**Signal wires on met3**

Scale: 1 px per um. Cells faint in the background.
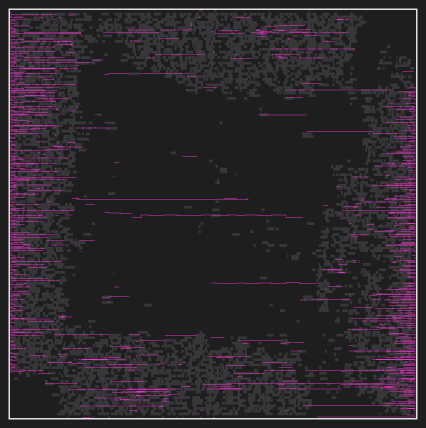
**Cells colored by class**

Scale: 1 px per um.
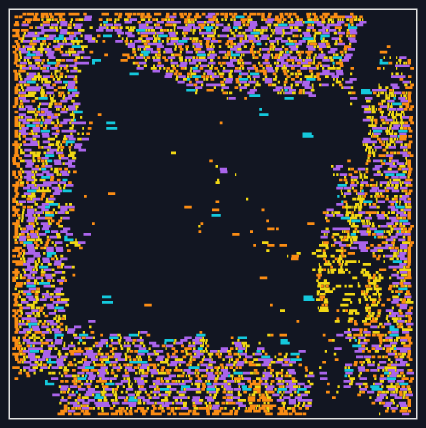
<file path="src/rtl/wvb_reader_rr.sv">
// Waveform-buffer reader front end: masked round-robin over channel buffers with
// per-grant record bursts, header/read-controller sequencing and DPRAM run/busy handshake.
module wvb_reader_rr #(
  parameter int unsigned N_CHANNELS   = 8,
  parameter int unsigned P_DATA_WIDTH = 22,
  parameter int unsigned P_HDR_WIDTH  = 80,
  parameter int unsigned P_IDX_WIDTH  = 5,
  parameter int unsigned P_BURST_MAX  = 4,
  parameter int unsigned P_HDR_WT_CNT = 3
) (
  input  logic                               clk,
  input  logic                               rst_n,
  input  logic                               en,
  input  logic [N_CHANNELS-1:0]              chan_mask,
  input  logic [N_CHANNELS-1:0]              hdr_empty,
  input  logic [N_CHANNELS*P_HDR_WIDTH-1:0]  hdr_data,
  input  logic [N_CHANNELS*P_DATA_WIDTH-1:0] wvb_data,
  output logic [N_CHANNELS-1:0]              hdr_rdreq,
  output logic [N_CHANNELS-1:0]              wvb_rdreq,
  output logic [N_CHANNELS-1:0]              wvb_rddone,
  output logic                               rc_req,
  input  logic                               rc_ack,
  input  logic                               rc_more,
  input  logic [15:0]                        rc_len,
  input  logic                               rc_wvb_rdreq,
  input  logic                               rc_wvb_rddone,
  output logic [P_IDX_WIDTH-1:0]             rc_idx,
  output logic [P_HDR_WIDTH-1:0]             rc_hdr,
  output logic [P_DATA_WIDTH-1:0]            rc_wvb,
  input  logic                               dpram_busy,
  input  logic                               dpram_mode,
  output logic                               dpram_run,
  output logic [15:0]                        dpram_len,
  output logic [31:0]                        rec_cnt
);

  localparam int unsigned WT_W  = $clog2(P_HDR_WT_CNT + 1);
  localparam int unsigned BST_W = $clog2(P_BURST_MAX + 1);

  typedef enum logic [2:0] {
    S_IDLE, S_HDR_WAIT, S_RC_REQ, S_DPRAM_RUN, S_DPRAM_BUSY, S_DPRAM_DONE
  } state_t;

  state_t                            state, state_n;
  logic [P_IDX_WIDTH-1:0]            ptr, ptr_n, rc_idx_n, winner;
  logic [WT_W-1:0]                   wt_cnt, wt_cnt_n;
  logic [BST_W-1:0]                  burst, burst_n;
  logic [N_CHANNELS-1:0]             hdr_rdreq_n, eligible, sel_oh;
  logic                              rc_req_n, dpram_run_n, any_elig, cur_elig;
  logic [15:0]                       dpram_len_n;
  logic [31:0]                       rec_cnt_n;
  logic [N_CHANNELS*P_HDR_WIDTH-1:0] hdr_q;
  logic [N_CHANNELS*P_DATA_WIDTH-1:0] wvb_q;
  logic [P_HDR_WIDTH-1:0]            hdr_sel;
  logic [P_DATA_WIDTH-1:0]           wvb_sel;

  // First eligible channel strictly after 'last', wrapping around.
  function automatic logic [P_IDX_WIDTH-1:0] rr_pick(input logic [N_CHANNELS-1:0] elig,
                                                     input logic [P_IDX_WIDTH-1:0] last);
    logic [P_IDX_WIDTH-1:0] pick;
    logic [N_CHANNELS-1:0]  shifted;
    logic                   found;
    int unsigned            c;
    pick  = '0;
    found = 1'b0;
    for (int unsigned k = 1; k <= N_CHANNELS; k++) begin
      c       = (32'(last) + k) % N_CHANNELS;
      shifted = elig >> c;
      if (!found && shifted[0]) begin
        pick  = P_IDX_WIDTH'(c);
        found = 1'b1;
      end
    end
    return pick;
  endfunction

  assign eligible   = chan_mask & ~hdr_empty;
  assign any_elig   = |eligible;
  assign sel_oh     = N_CHANNELS'(1) << rc_idx;
  assign cur_elig   = |(eligible & sel_oh);
  assign winner     = rr_pick(eligible, ptr);
  assign wvb_rdreq  = {N_CHANNELS{rc_wvb_rdreq}} & sel_oh;
  assign wvb_rddone = {N_CHANNELS{rc_wvb_rddone}} & sel_oh;

  // Second datapath stage: select the granted channel from the input registers.
  always_comb begin
    hdr_sel = '0;
    wvb_sel = '0;
    for (int unsigned i = 0; i < N_CHANNELS; i++) begin
      if (rc_idx == P_IDX_WIDTH'(i)) begin
        hdr_sel = hdr_q[i*P_HDR_WIDTH +: P_HDR_WIDTH];
        wvb_sel = wvb_q[i*P_DATA_WIDTH +: P_DATA_WIDTH];
      end
    end
  end

  always_comb begin
    state_n     = state;
    ptr_n       = ptr;
    rc_idx_n    = rc_idx;
    wt_cnt_n    = wt_cnt;
    burst_n     = burst;
    hdr_rdreq_n = '0;
    rc_req_n    = rc_req;
    dpram_run_n = 1'b0;
    dpram_len_n = dpram_len;
    rec_cnt_n   = rec_cnt;
    case (state)
      S_IDLE: begin
        if (any_elig && !dpram_busy && !rc_ack) begin
          state_n     = S_HDR_WAIT;
          rc_idx_n    = winner;
          ptr_n       = winner;
          hdr_rdreq_n = N_CHANNELS'(1) << winner;
          wt_cnt_n    = '0;
        end
      end
      S_HDR_WAIT: begin
        if (wt_cnt == WT_W'(P_HDR_WT_CNT - 1)) begin
          state_n  = S_RC_REQ;
          rc_req_n = 1'b1;
        end else begin
          wt_cnt_n = wt_cnt + 1'b1;
        end
      end
      S_RC_REQ: begin
        rc_req_n = 1'b1;
        if (rc_ack) begin
          rc_req_n    = 1'b0;
          dpram_len_n = rc_len;
          state_n     = S_DPRAM_RUN;
        end
      end
      S_DPRAM_RUN: begin
        if (!dpram_busy) begin
          dpram_run_n = 1'b1;
          state_n     = S_DPRAM_BUSY;
        end
      end
      S_DPRAM_BUSY: begin
        if (dpram_busy) state_n = S_DPRAM_DONE;
      end
      S_DPRAM_DONE: begin
        if (!dpram_busy) begin
          if (dpram_mode && rc_more) begin
            // Record spills into the next DPRAM: same record, burst untouched.
            if (!rc_ack) begin
              state_n  = S_RC_REQ;
              rc_req_n = 1'b1;
            end
          end else begin
            rec_cnt_n = rec_cnt + 32'd1;
            if (cur_elig && (32'(burst) + 32'd1 < P_BURST_MAX)) begin
              burst_n     = burst + 1'b1;
              state_n     = S_HDR_WAIT;
              hdr_rdreq_n = sel_oh;
              wt_cnt_n    = '0;
            end else begin
              burst_n = '0;
              state_n = S_IDLE;
            end
          end
        end
      end
      default: state_n = S_IDLE;
    endcase
  end

  always_ff @(posedge clk) begin
    if (!rst_n || !en) begin
      state     <= S_IDLE;
      ptr       <= P_IDX_WIDTH'(N_CHANNELS - 1);
      rc_idx    <= '0;
      wt_cnt    <= '0;
      burst     <= '0;
      hdr_rdreq <= '0;
      rc_req    <= 1'b0;
      dpram_run <= 1'b0;
      dpram_len <= '0;
      rec_cnt   <= '0;
      hdr_q     <= '0;
      wvb_q     <= '0;
      rc_hdr    <= '0;
      rc_wvb    <= '0;
    end else begin
      state     <= state_n;
      ptr       <= ptr_n;
      rc_idx    <= rc_idx_n;
      wt_cnt    <= wt_cnt_n;
      burst     <= burst_n;
      hdr_rdreq <= hdr_rdreq_n;
      rc_req    <= rc_req_n;
      dpram_run <= dpram_run_n;
      dpram_len <= dpram_len_n;
      rec_cnt   <= rec_cnt_n;
      hdr_q     <= hdr_data;
      wvb_q     <= wvb_data;
      rc_hdr    <= hdr_sel;
      rc_wvb    <= wvb_sel;
    end
  end

endmodule

</file>
<file path="config.mk">
export PLATFORM = sky130hd
export DESIGN_NAME = wvb_reader_rr
export DESIGN_NICKNAME = d
export VERILOG_FILES = /design/src/rtl/wvb_reader_rr.sv
export SDC_FILE = /design/constraint.sdc
export NUM_CORES = 1
export LEC_CHECK = 0
export CAP_MARGIN = 20
export CORE_AREA = 2 2 404 406
export DETAILED_ROUTE_END_ITERATION = 8
export DIE_AREA = 0 0 406 408
export SLEW_MARGIN = 0
export SYNTH_ARGS = -nofsm -noshare
export SYNTH_HDL_FRONTEND = slang
export SYNTH_SLANG_ARGS = --single-unit
</file>
<file path="constraint.sdc">
create_clock -name clk -period 3.2 [get_ports clk]
set_input_delay 0.48 -clock clk [delete_from_list [all_inputs] [get_ports clk]]
set_output_delay 0.48 -clock clk [all_outputs]
set_load 0.05 [all_outputs]
</file>
==> ci_impl_report.md <==
## Implementation flow summary

| Metric | Value |
|---|---|
| Worst slew pin tran | `0.972 ns` |
| Slew Limit Fails | `0` |
| Slew headroom | `0.352` |
| Port Buffers | `1035` |
| GRT Overall Usage | `0.177` |
| Initial core utilization | `0.216` |
| WP data arrival | `3.63 ns` |
| Max rail drop VDD | `0.492 mV` |
| Pwr per Cell Area | `548 mW/mm^2` |
| Global-route wire length before repair | `215 mm` |
| RePlAce Congestion | `0.871` |
| Yosys adder share | `0.00179` |
| Total number of vias | `30500` |
| Synth Instances | `3403` |
| Total tool warning count | `48` |
| Reg clk slew, reported paths | `0.06 ns` |
| Worst Path Buf+Inv | `3` |
| Diodes inserted | `28` |
| Resize count post-CTS | `2` |
| CTS max path bufs | `3` |
| Area leader share | `0.566` |
| YS chip area | `0.0350 mm^2` |
| Layout Skew | `0.0354 ns` |
| Setup WS pre-CTS | `-0.207 ns` |
| Worst hold margin | `0.134 ns` |
| Filler cells | `16500` |
| Slowest CP cell | `or3_1` |
| Row count | `148` |
| Remaining Overflow, GRT | `0` |
| Register area | `0.0198 mm^2` |
| Initial DRC Count | `2201` |
| Largest delay share family, worst path | `simple AND/OR/NAND/NOR gates` |
| Depth of the worst hold-timing path | `2` |
| # Cells Yosys | `3403` |
| Synth cell count leaders | `dfxtp_1 (990), and3_1 (821), clkbuf_1 (321)` |
| Tightest Hold Check Type | `in -> reg` |
| Net Sw Power | `0.00686 W` |
| Mapped cell area | `0.0350 mm^2` |
| Register bit total from synthesis | `990` |
| Sw frac | `0.240` |
| CTS tree | `done` |
| Reg2Reg Depth | `11` |
| Main area contributors | `dfxtp_1 (57%), and3_1 (15%), clkbuf_1 (3.4%)` |
| Unique masters post-synth | `75` |
| Initial antenna violation count | `50` |
| Setup Buffers After CTS | `2` |
| EDFF count, synth | `0` |
| Worst Setup Start Kind | `flop` |
| F_max | `0.332 GHz` |
| Hpwl dp | `112 mm` |
| Area fraction in mux cells | `0.0640` |
| Die span in x | `406 um` |
| Layout cells sized above 1 | `0.109` |
| Seq/total area | `0.381` |
| Logic share of the area | `0.267` |
| N_taps | `2175` |
| Clock buf/inv share | `0.0692` |
| Synth logic family | `simple AND/OR/NAND/NOR gates` |
| MI comb cells | `2052` |
| Cell mode on critical path | `buf_4` |
| H-tree Lvls | `3` |
| Vias per inst | `4.60` |
| Max reg flops | `640` |
| Comb pwr share | `0.105` |
| Chip area | `0.166 mm^2` |
| Final Hold Fails | `0` |
| Synth area leader | `dfxtp_1` |
| Commonest flop | `dfxtp_1` |
| Syn_area_per_cell | `10.3 um^2` |
| Clock buf count | `153` |
| Leak pwr | `21.5 nW` |
| Core ar. | `0.162 mm^2` |
| Largest reg by FF count | `hdr_q` |
| Regs by FF count | `hdr_q x640, wvb_q x176, rc_hdr x80` |
| Crit-path max cell delay | `0.43 ns` |
| Inverters | `17` |
| Design area | `0.0521 mm^2` |
| Leading cell kind | `sequential cells` |
| CTS Buf Count | `106` |
| Yosys simple share | `0.202` |
| Placement Cell Area | `0.0484 mm^2` |
| Pin count of the biggest net entering global routing | `224` |
| Max cap viols | `0` |
| Clock power frac | `0.442` |
| First drt pass iteration count | `7` |
| Xor+xnor area frac | `0.00822` |
| Total negative setup slack | `0 ns` |
| Layout net count | `5206` |
| Crit-path cells | `buf_4, nor3b_1, buf_4, nor4_1, mux4_2, nand4_1, or3_1, a31o_1, buf_4, or2_1, a21oi_1` |
| Cts-stage hold buffer count | `0` |
| Required time worst endpoint | `3.82 ns` |
| Cycle use final | `0.940` |
| Internal power | `0.0217 W` |
| Number of global-route vias before repair | `30800` |
| Signal buf overhead | `0.228` |
| Non-clk bufs | `1177` |
| AND-OR/OR-AND Cells, Area Fraction | `0.117` |
| Worst Setup End Kind | `flop` |
| Total Wirelength | `153 mm` |
| Asr flop ratio synth | `0` |
| Synth Seq Share | `0.566` |
| CTS Root Cell | `clkbuf_16` |
| Die height | `408 um` |
| Flop pwr share | `0.453` |
| Maximum fanout along the worst path | `23` |
| Crit path kind | `reg -> reg` |
| Clk latency late pin | `0.73 ns` |
| Yosys Warn Count | `0` |
| Cell with the most instances after synthesis | `dfxtp_1` |
| Worst path depth | `11` |
| RSZ-0062 raised after global routing | `no` |
| Setup ws final | `0.192 ns` |
| Number of clock sinks | `990` |
| Post-DRT Antenna Nets | `0` |
| Comb gate area | `0.0139 mm^2` |
| Drt wl/cell | `23.1 um` |
| Flop count | `990` |
| Final min period | `3.01 ns` |
| Outcome | `completed` |
| Area grow syn2layout | `48.8%` |
| I/O pin cnt | `1038` |
| Final setup violating endpoints | `0` |
| # DRC | `0` |
Notes on 'signal wires on met3' above:
nets with wire on the layer	691
share of all routed wire	7.7%
longest straight run	172 um
main direction	horizontal
wire length on this layer	11800 um

Notes on 'cells colored by class' above:
color	class	cells
cyan	clock drivers and dummy loads	193
purple	flip-flops	990
orange	other buffers and delay cells	1177
yellow	all other logic	2069

==> power by group through the flow <==
stage               combinational, W  clock, W  sequential, W
floorplan                    0.00117         0         0.0132
global placement             0.00299         0         0.0132
detailed placement           0.00300         0         0.0132
CTS                          0.00302    0.0129         0.0129
global route                 0.00322    0.0134         0.0129
finish                       0.00301    0.0126         0.0129
==> layout by cell type, fill, tap and decap left out, drive strengths merged, types with 10 or more instances in the layout <==
cell / instances
a211oi: 10
a21oi: 138
a221o: 71
a221oi: 75
and3: 821
buf: 158
clkbuf: 154
clkdlybuf4s50: 1017
clkinv: 26
dfxtp: 990
diode: 28
inv: 21
mux2: 76
mux2i: 57
mux4: 36
nand2: 159
nand2b: 16
nand3: 21
nand3b: 12
nand4: 14
nor2: 105
nor3: 16
o21ai: 108
o22ai: 167
xnor2: 10
xor2: 22
==> per-layer routing <==
layer | up-vias | track usage | wire length, um
met4 | 12 | 0.0778 | 6090
met3 | 263 | 0.0492 | 11800
li1 | 14300 | - | -
met5 | - | 0 | 86
met1 | 14900 | 0.208 | 62100
met2 | 1110 | 0.298 | 73300
==> path summary, 6_finish.rpt <==
kind,startpoint,end,slack (ns)
worst min-delay path,en,hdr_q[514],0.13
worst max-delay path,ptr[0],rc_idx[0],0.19
worst max register to register,ptr[0],rc_idx[0],0.19
worst min register to register,dpram_len[3],dpram_len[3],0.45
==> cells by family (layout without fill, tap and decap cells) <==
group,after synthesis,in the layout
fa+ha+maj,5,5
xor+xnor,32,32
flops,990,990
compound gates,613,613
simple gates,1231,1231
other cells,1,30
buf+inv,362,1387
mux,169,169
==> metrics by stage <==
step	std cells	power (W)	util
after floorplan	3404	0.0144	-
after CTS	6603	0.0289	0.322
after detailed placement	6408	0.0162	0.299
after global placement	6408	0.0162	0.299
after global routing	6622	0.0295	0.322
final	6632	0.0285	0.322
Power is estimated from default activity; no workload was simulated.
